$ cat src/rtl/alu_pkg.sv
// rtl/alu_pkg.sv - shared widths and constants for the picoMips accumulator ALU
package alu_pkg;
    localparam int          ACC_W     = 8;
    localparam int          FRAC_BITS = 3;
    localparam logic [7:0]  ONE_Q43   = 8'h08;
endpackage

$ cat src/rtl/mul0mux.sv
// rtl/mul0mux.sv - pass-or-zero gate for the accumulator base term
module mul0mux
    import alu_pkg::*;
(
    input  logic [ACC_W-1:0] In,
    input  logic             En,
    output logic [ACC_W-1:0] Out
);
    assign Out = En ? In : '0;
endmodule

$ cat src/rtl/mul3mux.sv
// rtl/mul3mux.sv - three-way AND-OR operand mux with a force-to-zero input
module mul3mux
    import alu_pkg::*;
(
    input  logic [ACC_W-1:0] A,
    input  logic [ACC_W-1:0] B,
    input  logic [ACC_W-1:0] C,
    input  logic             SA,
    input  logic             SB,
    input  logic             SC,
    input  logic             Z,
    output logic [ACC_W-1:0] Out
);
    logic [ACC_W-1:0] w_or;

    // Multiple selects OR together; Z overrides everything with zero.
    assign w_or = ({ACC_W{SA}} & A) | ({ACC_W{SB}} & B) | ({ACC_W{SC}} & C);
    assign Out  = Z ? '0 : w_or;
endmodule

$ cat src/rtl/mult.sv
// rtl/mult.sv - 8x8 signed multiply keeping the low 8 bits of the product
module mult
    import alu_pkg::*;
(
    input  logic signed [ACC_W-1:0] A,
    input  logic signed [ACC_W-1:0] B,
    output logic signed [ACC_W-1:0] Out
);
    assign Out = A * B;
endmodule

$ cat src/rtl/alu_mac.sv
// rtl/alu_mac.sv - accumulator add / Q4.3 multiply unit with a single ACC register
module alu_mac
    import alu_pkg::*;
(
    input  logic             Clock,
    input  logic             nReset,
    input  logic [ACC_W-1:0] Imm,
    input  logic [ACC_W-1:0] RegData,
    input  logic [ACC_W-1:0] SW,
    input  logic             WE,
    input  logic             SelSW,
    input  logic             SelImm,
    input  logic             SelRegData,
    input  logic             UseMul,
    input  logic             UseACC,
    output logic [ACC_W-1:0] ACC
);
    localparam int P_W = ACC_W + FRAC_BITS;

    logic [ACC_W-1:0] r_acc;
    logic [ACC_W-1:0] w_data;
    logic [ACC_W-1:0] w_base;
    logic [ACC_W-1:0] w_mult;
    logic [ACC_W-1:0] w_a;
    logic [ACC_W-1:0] w_b;
    logic [P_W-1:0]   w_p;
    logic [ACC_W-1:0] w_next;

    mul3mux u_mul3mux (
        .A   (Imm),
        .B   (SW),
        .C   (RegData),
        .SA  (SelImm),
        .SB  (SelSW),
        .SC  (SelRegData),
        .Z   (UseMul),
        .Out (w_data)
    );

    mul0mux u_mul0mux (
        .In  (r_acc),
        .En  (UseACC),
        .Out (w_base)
    );

    mult u_mult (
        .A   ({{(ACC_W-1){1'b0}}, UseMul}),
        .B   (Imm),
        .Out (w_mult)
    );

    assign w_a = w_base + w_data;
    // In add mode the multiplier becomes 1.0 in Q4.3, so the shift restores the sum.
    assign w_b = w_mult | ({ACC_W{~UseMul}} & ONE_Q43);

    // Only the low P_W product bits matter, so sign-extend and multiply at that width.
    assign w_p    = {{FRAC_BITS{w_a[ACC_W-1]}}, w_a} * {{FRAC_BITS{w_b[ACC_W-1]}}, w_b};
    assign w_next = ACC_W'(w_p >> FRAC_BITS);

    always_ff @(posedge Clock) begin
        if (!nReset) begin
            r_acc <= '0;
        end else if (WE) begin
            r_acc <= w_next;
        end
    end

    assign ACC = r_acc;
endmodule

$ cat config.mk
export PLATFORM = sky130hd
export DESIGN_NAME = alu_mac
export DESIGN_NICKNAME = d
export VERILOG_FILES = /design/src/rtl/alu_pkg.sv /design/src/rtl/mul0mux.sv /design/src/rtl/mul3mux.sv /design/src/rtl/mult.sv /design/src/rtl/alu_mac.sv
export SDC_FILE = /design/constraint.sdc
export NUM_CORES = 1
export LEC_CHECK = 0
export CORE_UTILIZATION = 59
export DETAILED_ROUTE_END_ITERATION = 8
export GPL_ROUTABILITY_DRIVEN = 0
export GPL_TIMING_DRIVEN = 0
export PLACE_DENSITY_LB_ADDON = 0.05
export SETUP_SLACK_MARGIN = 0.5
export SYNTH_ARGS = -nofsm -noshare
export SYNTH_HDL_FRONTEND = slang
export SYNTH_HIERARCHICAL = 1
export SYNTH_SLANG_ARGS = --single-unit
$ cat constraint.sdc
create_clock -name Clock -period 8.25 [get_ports Clock]
set_input_delay 1.2375 -clock Clock [delete_from_list [all_inputs] [get_ports Clock]]
set_output_delay 1.2375 -clock Clock [all_outputs]
set_load 0.01 [all_outputs]
==> results.sh, run 1 <==
# implementation run metrics
export IMPL_dpl_hpwl_um=5860
export IMPL_syn_inst=390
export IMPL_start_kind="primary input"
export IMPL_ys_cells=390
export IMPL_clock_sinks=8
export IMPL_finalClockPeriodUsage_pct=90.4
export IMPL_crit_start="Imm[6]"
export IMPL_status="finished clean"
export IMPL_slowest_stage="fa_1"
export IMPL_tightest_slew_ns=0.682
export IMPL_crit_cells=26
export IMPL_topRoutingLayerUsed="met4"
export IMPL_clockNetworkAreaShare_pct=1.03
export IMPL_root_buffer="clkbuf_8"
export IMPL_finalCriticalPeriod_ns=7.46
export IMPL_clock_latency_ns=0.23
export IMPL_r2r_slack_ns=2.32
export IMPL_crit_path_max_incr_delay_ns=0.57
export IMPL_clock_path_buffers=2
export IMPL_syn_avg_cell_area_um2=8.62
export IMPL_yosys_warnings=6
export IMPL_relSlewSlack_pct=54.2
export IMPL_worstReg2RegEnd="ACC[7]$_SDFFE_PN0P_"
export IMPL_top_logic_kind="adder cells"
export IMPL_grt_pass1_wl_um=11800
export IMPL_synthArstFlopShare_pct=0
export IMPL_xor_share_pct=11.0
export IMPL_critPathArrivalTime_ns=7.62
export IMPL_antenna_found_initial=0
export IMPL_holdBufCountCts=0
export IMPL_drtPass1Iterations=5
export IMPL_finish_utilization_pct=72.8
export IMPL_first_iter_violations=70
export IMPL_nFlopsAndLatches=8
export IMPL_die_h_um=77.5
export IMPL_route_detailed_drc=0
export IMPL_port_buffer_count=37
## run 1: through the flow
step           setup slack [ns]  cells  instance area [um^2]
6_report                  0.788    530                  4010
5_1_grt                   0.504    530                  4010
4_1_cts                   0.594    529                  3970
3_5_place_dp              0.181    526                  3920
3_3_place_gp              0.200    526                  3920
2_1_floorplan              1.38    417                  3460
## run 1: synthesized netlist by cell type, types with 2 or more instances
master,number
inv_1,74
ha_1,47
fa_1,44
nand2_1,41
and2_1,39
xnor2_1,24
a21oi_1,13
nor2_1,10
nor2b_1,10
nand2b_1,9
a222oi_1,8
dfxtp_1,8
mux2i_1,8
and2_2,6
xor2_1,6
a21o_1,4
o21ai_0,4
xnor3_1,4
clkbuf_1,3
nor3_1,3
a211oi_1,2
and3_1,2
buf_6,2
o21bai_1,2
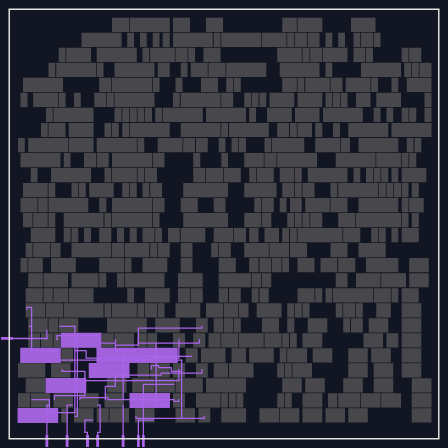
Figure 1: run 1, nets reached from selected ports.
- ACC: purple (bits 8; direction output; edge 7 bottom, 1 left; end cells 8; buffers 8; wire 343 um)

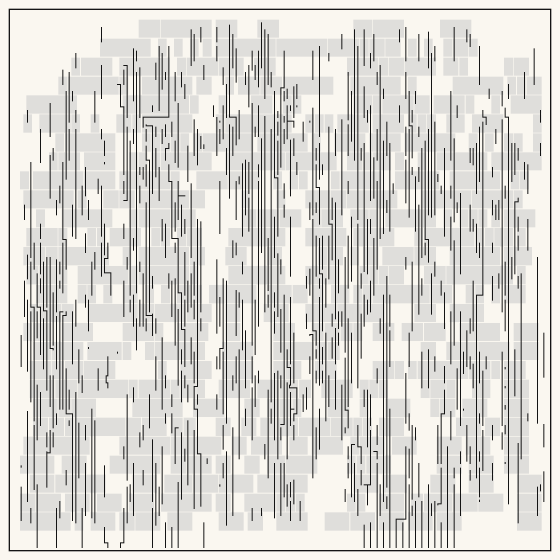
Figure 2: run 1, the metal 2 layer.
- wire length on this layer: 3,720 um
- main direction: vertical
- nets with wire on the layer: 489
- share of all routed wire: 54%
- longest straight run: 55.5 um
final WL: 6910 um
grt met2 use: 47.2%
via count: 2,696

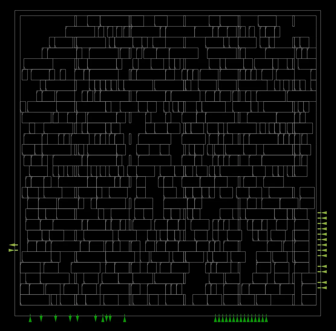
Figure 3: run 1, placed standard cells.
core area: 0.00551 mm^2
Well Taps: 72

==> inputs of run 2 (changes only) <==
CORE_UTILIZATION = 45   (was 59)
==> results.sh, run 2 <==
# implementation run metrics
export IMPL_inverters_excl_clock=74
export IMPL_tap_cells=99
export IMPL_worstReg2RegEnd="ACC[7]$_SDFFE_PN0P_"
export IMPL_comb_share_pct=74.6
export IMPL_n_clock_buffer=3
export IMPL_clock_sinks=8
export IMPL_ys_flops=8
export IMPL_synthArstFlopShare_pct=0
export IMPL_fp_util_pct=46.4
export IMPL_relSlewSlack_pct=51.9
export IMPL_yosys_stat_area_mm2=0.00336
export IMPL_status="finished clean"
export IMPL_min_path_cells=1
export IMPL_synthFlopType="dfxtp_1"
export IMPL_grt_max_degree=11
export IMPL_finalClockPeriodUsage_pct=89.9
export IMPL_fin_ws_ns=0.837
export IMPL_grt_ovfl_total=0
export IMPL_crit_required_ns=8.41
export IMPL_clock_latency_ns=0.23
export IMPL_use_met3_pct=1.77
export IMPL_r2r_slack_ns=2.36
export IMPL_seqCellArea_um2=160
export IMPL_route_detailed_drc=0
export IMPL_grt_use_total_pct=20.1
export IMPL_drtPass1Iterations=5
export IMPL_fmax_mhz=135
export IMPL_crit_path_max_incr_delay_ns=0.57
export IMPL_die_area_mm2=0.00782
export IMPL_postSynthSeqShare_pct=4.76
export IMPL_fillers=712
export IMPL_whs_ns=0.532
export IMPL_clockNetworkAreaShare_pct=1.02
export IMPL_slowest_stage="fa_1"
export IMPL_tightest_slew_ns=0.716
export IMPL_antenna_found_initial=0
export IMPL_gr_max_usage_layer="met2"
export IMPL_cts_buffers=3
export IMPL_yosys_warnings=6
export IMPL_via_count=2652
export IMPL_root_buffer="clkbuf_8"
export IMPL_setup_tns_ns=0
export IMPL_buf_share_pct=10.5
export IMPL_syn_inst=390
export IMPL_dpl_hpwl_um=6170
export IMPL_largest_reg_flops=8
export IMPL_lay_top_cells="inv_1 (74), ha_1 (46), fa_1 (44), nand2_1 (41), and2_1 (39)"
export IMPL_crit_start="Imm[6]"
export IMPL_nMultiInputCombCells=328
export IMPL_met2_length_um=3650
export IMPL_critPathArrivalTime_ns=7.58
export IMPL_placed_area_mm2=0.00396
export IMPL_cts_tree="done"
export IMPL_crit_cells=26
export IMPL_syn_avg_cell_area_um2=8.62
export IMPL_first_iter_violations=63
export IMPL_clock_path_buffers=2
export IMPL_setup_viol=0
export IMPL_met2_usage_pct=37.4
export IMPL_ant_nets=0
export IMPL_synthTopCellsByCount="inv_1 (74), ha_1 (47), fa_1 (44), nand2_1 (41), and2_1 (39)"
export IMPL_nFlopsAndLatches=8
export IMPL_start_kind="primary input"
export IMPL_grt_pass1_wl_um=12100
export IMPL_finalCriticalPeriod_ns=7.41
export IMPL_die_h_um=88.4
export IMPL_wl_per_cell_um=12.9
export IMPL_wl_um=7160
export IMPL_crit_buf_inv=6
export IMPL_topRoutingLayerUsed="met4"
export IMPL_dp_slack_ns=0.0927
export IMPL_worstHoldStart="ACC[3]$_SDFFE_PN0P_"
export IMPL_seq_cell_share_pct=3.95
export IMPL_ys_cells=390
export IMPL_ff2ff_path_depth=25
export IMPL_top_cell="inv_1"
export IMPL_top_cells_by_area="fa_1 (26%), ha_1 (17%), inv_1 (8.3%), and2_1 (7.3%), xnor2_1 (6.3%)"
## run 2: cell counts after synthesis
Identical to the previous run, type by type.
## run 2: kinds of logic (layout without fill, tap and decap cells)
kind of cell | Yosys count | count (layout) | synth area share (%)
compound gates | 40 | 40 | 8.52
xor+xnor | 35 | 35 | 11.0
fa+ha+maj | 91 | 91 | 43.7
buf+inv | 81 | 122 | 9.53
flops | 8 | 8 | 4.76
mux | 8 | 8 | 2.38
other cells | 1 | 28 | 0.112
simple gates | 126 | 126 | 20.0
## run 2: repair_timing
item,CTS,global route
hold buffers,0,0
pin swaps,0,4
resized,2,11
buffers inserted,0,1
endpoints found under the setup margin,1,1
## run 2: metrics by stage
step                utilization (%)  instances
floorplan                         -        417
global placement               54.6        553
detailed placement             54.6        553
CTS                            55.2        556
global route                   55.9        557
finish                         55.9        557
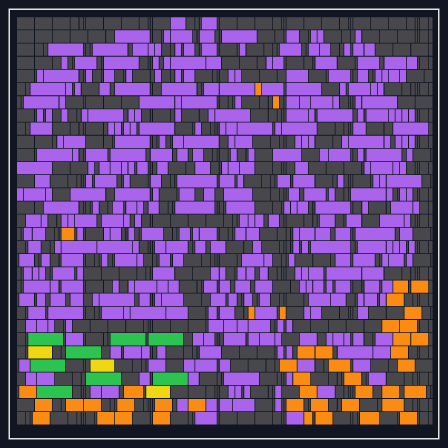
Figure 4: run 2, cells colored by class.
Fill, decap, tap and diode cells in gray.
- all other logic: purple (cells 402; share of their area 84%)
- other buffers and delay cells: orange (cells 45; share of their area 11%)
- flip-flops: green (cells 8; share of their area 4.1%)
- cells driving clock nets: yellow (cells 3; share of their area 1.1%)
core area: 0.00725 mm^2
Util after Layout: 55.9%
Site Rows: 31
Design Area, Final: 0.00405 mm^2

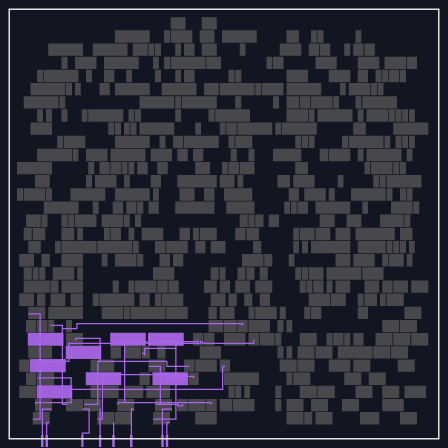
Figure 5: run 2, nets reached from selected ports.
- ACC: purple (bits 8; direction output; edge bottom; end cells 8; buffers 8; wire 398 um)
# IOs: 40
# port buffers: 37

==> inputs of run 3 (changes only) <==
CTS_BUF_LIST = sky130_fd_sc_hd__clkbuf_4   (was default)
SLEW_MARGIN = 20   (was default)
==> results.sh, run 3 <==
# implementation run metrics
export IMPL_crit_buf_inv=6
export IMPL_grt_use_total_pct=20.1
export IMPL_critPathArrivalTime_ns=7.63
export IMPL_dp_slack_ns=0.0927
export IMPL_drtPass1Iterations=4
export IMPL_die_h_um=88.4
export IMPL_met2_length_um=3670
export IMPL_finalClockPeriodUsage_pct=90.1
export IMPL_wl_per_cell_um=12.9
export IMPL_n_clock_buffer=3
export IMPL_crit_cells=26
export IMPL_buf_share_pct=10.5
export IMPL_port_buffer_count=37
export IMPL_postCtsSetupBuffers=0
export IMPL_setup_tns_ns=0
export IMPL_tightest_slew_ns=0.717
export IMPL_fp_util_pct=46.4
export IMPL_postSynthSeqShare_pct=4.76
export IMPL_cts_resized=2
export IMPL_clock_latency_ns=0.26
export IMPL_met2_usage_pct=37.4
export IMPL_grt_max_degree=11
export IMPL_via_count=2664
export IMPL_place_inst=553
export IMPL_wl_um=7160
export IMPL_yosys_stat_area_mm2=0.00336
export IMPL_antenna_found_initial=0
export IMPL_num_rows=31
export IMPL_use_met3_pct=1.77
export IMPL_nMultiInputCombCells=328
export IMPL_r2r_slack_ns=2.31
export IMPL_relSlewSlack_pct=51.9
export IMPL_slowest_stage="fa_1"
export IMPL_root_buffer="clkbuf_4"
export IMPL_cts_tree="done"
export IMPL_whs_ns=0.538
export IMPL_first_iter_violations=65
export IMPL_status="finished clean"
export IMPL_setup_viol=0
export IMPL_top_cells_by_area="fa_1 (26%), ha_1 (17%), inv_1 (8.3%), and2_1 (7.3%), xnor2_1 (6.3%)"
export IMPL_synthFlopType="dfxtp_1"
export IMPL_fin_ws_ns=0.814
export IMPL_clock_sinks=8
export IMPL_min_path_cells=1
export IMPL_die_area_mm2=0.00782
export IMPL_seq_cell_share_pct=3.98
export IMPL_comb_share_pct=75.0
export IMPL_gr_max_usage_layer="met2"
export IMPL_route_detailed_drc=0
export IMPL_ff2ff_path_depth=25
export IMPL_syn_inst=390
export IMPL_dpl_hpwl_um=6170
export IMPL_placed_area_mm2=0.00396
run 3: cell count changes in the layout (fill, tap and decap cells not counted):
cell,change
clkbuf_4,+3
clkbuf_8,-3
ha_2,-1
dlymetal6s2s_1,-1
clkdlybuf4s50_1,+1
ha_1,+1
run 3: cells by family after synthesis:
logic type	synth area share, %
other	0.112
DFF	4.76
adders and majority gates	43.7
and+or+nand+nor	20.0
buffers and inverters	9.53
AOI/OAI and AO/OA	8.52
muxes	2.38
xor gates and xnor gates	11.0
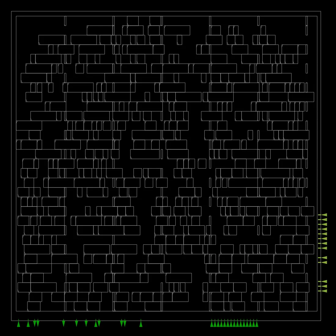
Figure 6: run 3, placed standard cells.
Util after Layout: 55.5%
FF+latch count: 8
Well Taps: 99

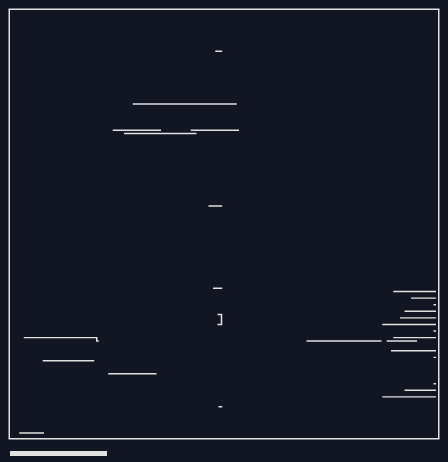
Figure 7: run 3, the metal 3 layer.
The bar under the picture is 20 um long.
- longest straight run: 21.2 um
- nets with wire on the layer: 24
- share of all routed wire: 2.8%

